**src/rtl/mux_rr_lib_if.sv**
```systemverilog
// Bundle of the signals between the producers, the channel mux and its consumer.
// The mux uses the slave view. The producer/consumer side uses the master view.
interface mux_rr_lib_if #(
  parameter int W   = 2,
  parameter int NCH = 4,
  parameter int SW  = $clog2(NCH)
);
  logic [NCH*W-1:0] data_in;
  logic [NCH-1:0]   valid_in;
  logic [SW-1:0]    selector;
  logic             ready_out;
  logic [NCH-1:0]   ack_out;
  logic [W-1:0]     data_out;
  logic             valid_out;
  logic [SW-1:0]    grant_idx;

  modport master (
    output data_in, valid_in, selector, ready_out,
    input  ack_out, data_out, valid_out, grant_idx
  );

  modport slave (
    input  data_in, valid_in, selector, ready_out,
    output ack_out, data_out, valid_out, grant_idx
  );
endinterface

```
**src/rtl/mux_rr_lib.sv**
```systemverilog
// Registered N-channel mux. It uses either a fixed select or a round-robin choice among
// the valid channels. A valid/ready output register holds its word during a stall.
module mux_rr_lib #(
  parameter int W    = 2,
  parameter int NCH  = 4,
  parameter int MODE = 1
) (
  input  logic       clk,
  input  logic       reset,
  mux_rr_lib_if.slave bus
);
  localparam int SW   = $clog2(NCH);
  localparam int NSEL = 1 << SW;

  logic [W-1:0]    data_reg;
  logic            valid_reg;
  logic [SW-1:0]   grant_reg;
  logic [SW-1:0]   ptr_reg;
  logic [SW-1:0]   ptr_next;

  logic [W-1:0]    ch_data  [NSEL];
  logic [NSEL-1:0] ch_valid;
  logic [SW-1:0]   rot_idx  [NCH];
  logic [SW-1:0]   cand;
  logic            cand_ok;
  logic            free;
  logic            capture;
  logic [NCH-1:0]  ack;

  // The selector may name an index that has no channel. Those slots read as invalid,
  // so MODE 0 never captures from a channel that does not exist.
  genvar gi;
  generate
    for (gi = 0; gi < NSEL; gi++) begin : g_chan
      if (gi < NCH) begin : g_real
        assign ch_data[gi]  = bus.data_in[gi*W +: W];
        assign ch_valid[gi] = bus.valid_in[gi];
      end else begin : g_pad
        assign ch_data[gi]  = '0;
        assign ch_valid[gi] = 1'b0;
      end
    end
  endgenerate

  // rot_idx[k] is the channel checked k-th in the scan, which is (ptr + k) mod NCH.
  generate
    for (gi = 0; gi < NCH; gi++) begin : g_rot
      logic [SW:0] rot_sum;
      assign rot_sum     = {1'b0, ptr_reg} + (SW+1)'(gi);
      assign rot_idx[gi] = (rot_sum >= (SW+1)'(NCH)) ? SW'(rot_sum - (SW+1)'(NCH))
                                                     : SW'(rot_sum);
    end
  endgenerate

  always_comb begin
    cand    = '0;
    cand_ok = 1'b0;
    if (MODE == 0) begin
      cand    = bus.selector;
      cand_ok = ch_valid[bus.selector];
    end else begin
      // Scan downward so that the lowest scan position (nearest to ptr) wins.
      for (int k = NCH - 1; k >= 0; k--) begin
        if (ch_valid[rot_idx[k]]) begin
          cand    = rot_idx[k];
          cand_ok = 1'b1;
        end
      end
    end
  end

  assign free     = !valid_reg || bus.ready_out;
  assign capture  = free && cand_ok && !reset;
  assign ptr_next = (cand == SW'(NCH - 1)) ? '0 : cand + SW'(1);

  generate
    for (gi = 0; gi < NCH; gi++) begin : g_ack
      assign ack[gi] = capture && (cand == SW'(gi));
    end
  endgenerate

  always_ff @(posedge clk) begin
    if (reset) begin
      data_reg  <= '0;
      valid_reg <= 1'b0;
      grant_reg <= '0;
      ptr_reg   <= '0;
    end else if (free) begin
      if (cand_ok) begin
        data_reg  <= ch_data[cand];
        valid_reg <= 1'b1;
        grant_reg <= cand;
        if (MODE != 0) begin
          ptr_reg <= ptr_next;
        end
      end else begin
        valid_reg <= 1'b0;
      end
    end
  end

  assign bus.ack_out   = ack;
  assign bus.data_out  = data_reg;
  assign bus.valid_out = valid_reg;
  assign bus.grant_idx = grant_reg;
endmodule

```
**src/flat_wrapper.sv**
```systemverilog
// flat-port wrapper written by rule: the top's interface ports become plain ports
module mux_rr_lib_flat 
#(
  parameter int W    = 2,
  parameter int NCH  = 4,
  parameter int MODE = 1
)
  (clk, reset, bus_data_in, bus_valid_in, bus_selector, bus_ready_out, bus_ack_out, bus_data_out, bus_valid_out, bus_grant_idx);
  mux_rr_lib_if #(.W(W), .NCH(NCH)) bus_i ();
  input  logic clk;
  input  logic reset;
  input wire logic [$bits(bus_i.data_in)-1:0] bus_data_in;
  input wire logic [$bits(bus_i.valid_in)-1:0] bus_valid_in;
  input wire logic [$bits(bus_i.selector)-1:0] bus_selector;
  input wire logic [$bits(bus_i.ready_out)-1:0] bus_ready_out;
  output wire logic [$bits(bus_i.ack_out)-1:0] bus_ack_out;
  output wire logic [$bits(bus_i.data_out)-1:0] bus_data_out;
  output wire logic [$bits(bus_i.valid_out)-1:0] bus_valid_out;
  output wire logic [$bits(bus_i.grant_idx)-1:0] bus_grant_idx;
  assign bus_i.data_in = bus_data_in;
  assign bus_i.valid_in = bus_valid_in;
  assign bus_i.selector = bus_selector;
  assign bus_i.ready_out = bus_ready_out;
  assign bus_ack_out = bus_i.ack_out;
  assign bus_data_out = bus_i.data_out;
  assign bus_valid_out = bus_i.valid_out;
  assign bus_grant_idx = bus_i.grant_idx;
  mux_rr_lib #(.W(W), .NCH(NCH), .MODE(MODE)) u_core (.clk(clk), .reset(reset), .bus(bus_i));
endmodule
```
**config.mk**
```make
export PLATFORM = sky130hd
export DESIGN_NAME = mux_rr_lib_flat
export DESIGN_NICKNAME = d
export VERILOG_FILES = /design/src/rtl/mux_rr_lib_if.sv /design/src/rtl/mux_rr_lib.sv /design/src/flat_wrapper.sv
export SDC_FILE = /design/constraint.sdc
export NUM_CORES = 1
export LEC_CHECK = 0
export CAP_MARGIN = 20
export CELL_PAD_IN_SITES_DETAIL_PLACEMENT = 1
export CELL_PAD_IN_SITES_GLOBAL_PLACEMENT = 1
export CORE_AREA = 5 5 42 44
export CTS_CLUSTER_DIAMETER = 60
export DETAILED_ROUTE_END_ITERATION = 8
export DIE_AREA = 0 0 47 49
export DONT_BUFFER_PORTS = 1
export HOLD_SLACK_MARGIN = 0.15
export PLACE_DENSITY = 0.66
export SYNTH_ARGS = -nofsm -noshare
export SYNTH_HDL_FRONTEND = slang
export SYNTH_SLANG_ARGS = --single-unit
```
**constraint.sdc**
```tcl
create_clock -name clk -period 2.4 [get_ports clk]
set_clock_uncertainty 0.2 [all_clocks]
set_input_delay 0.72 -clock clk [delete_from_list [all_inputs] [get_ports clk]]
set_output_delay 0.72 -clock clk [all_outputs]
set_load 0.005 [all_outputs]
```
pins.png
Pins as bars across the die edge, other pins in gray.
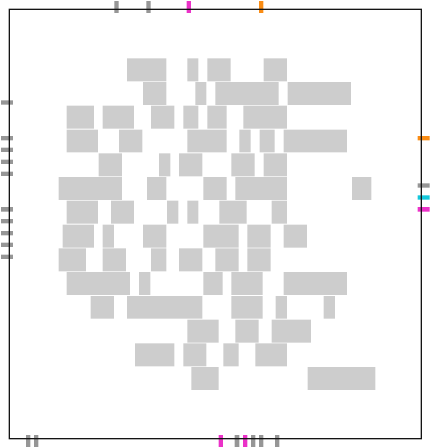
Cyan is bus_ready_out, pins 1, direction input, edge right. Magenta is bus_ack_out, pins 4, direction output, edge 2 bottom, 1 right, 1 top. Orange is bus_grant_idx, pins 2, direction output, edge 1 right, 1 top.
All pins by edge: 10 left, 8 bottom, 4 right, 4 top.
Die Wd: 47 um
Port-buffer cells: 0

cell_classes.png
Fill, decap, tap and diode cells in gray.
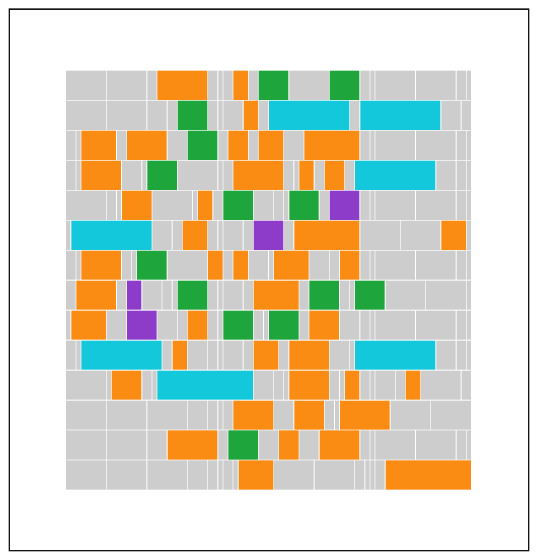
Orange is all other logic, cells 42, share of their area 55%. Green is other buffers and delay cells, cells 14, share of their area 17%. Purple is clock drivers and dummy loads, cells 4, share of their area 4.3%. Cyan is flops, cells 7, share of their area 23%.
Core Rows: 14
post-route cell area: 636.9 um2

==> CHANGELOG.md <==
### Physical design

- Status: complete, but fails checks
- Failing checks: negative setup slack
- Detailed Place HPWL: 1019 um
- Highest metal used: met3
- Combinational share of cell area: 52.46%
- Leak Pwr: around 0.00025 uW
- Vias: 441
- Fmax: 0.4002 GHz
- Most Used Layer, Global Route: met2
- Mi-comb count: 40
- Fp_density: 31.61%
- Hold path endpoint: u_core.ptr_reg[1]
- N_taps: 16
- Post-synth EDFFs: 0
- Met3 WL: 86 um
- Mapped Cells: between 50 and 60
- Yosys cell types: 26
- CP max FO: 5
- FF/Latch Area: 143.9 um2
- Yosys stat area: roughly 440 um2
- CP top delay family: AND-OR/OR-AND gates
- Top_reg_cell synth: dfxtp_1
- Hold Buf Count CTS: 0
- Clock buf/inv share: under 10%
- First-pass GRT wire length: 2318 um
- Mux frac, synth: 11.30%
- Hold Crit Class: in2reg
- Worst Slack Setup Final: -0.09859 ns
- Setup CP Type: in2out
- CTS max path bufs: 2
- Antenna violation net count after detailed routing: 0
- Sequential power: about 150 uW
- Final count of negative-setup-slack endpoints: 3
- Metal2 WL: roughly 760 um
- # IOs: 26
- CP Buf/Inv Count: 2
- Placed insts: 77
- Headroom to the max-slew limit: between 80 and 90%
- Commonest non-fill, non-tap cells in the layout: 14 x buf_4, 6 x dfxtp_1, 5 x mux2i_1
- Nets: 86
- M2 GR Usage: 23.53%
Power is estimated from default activity; no workload was simulated.
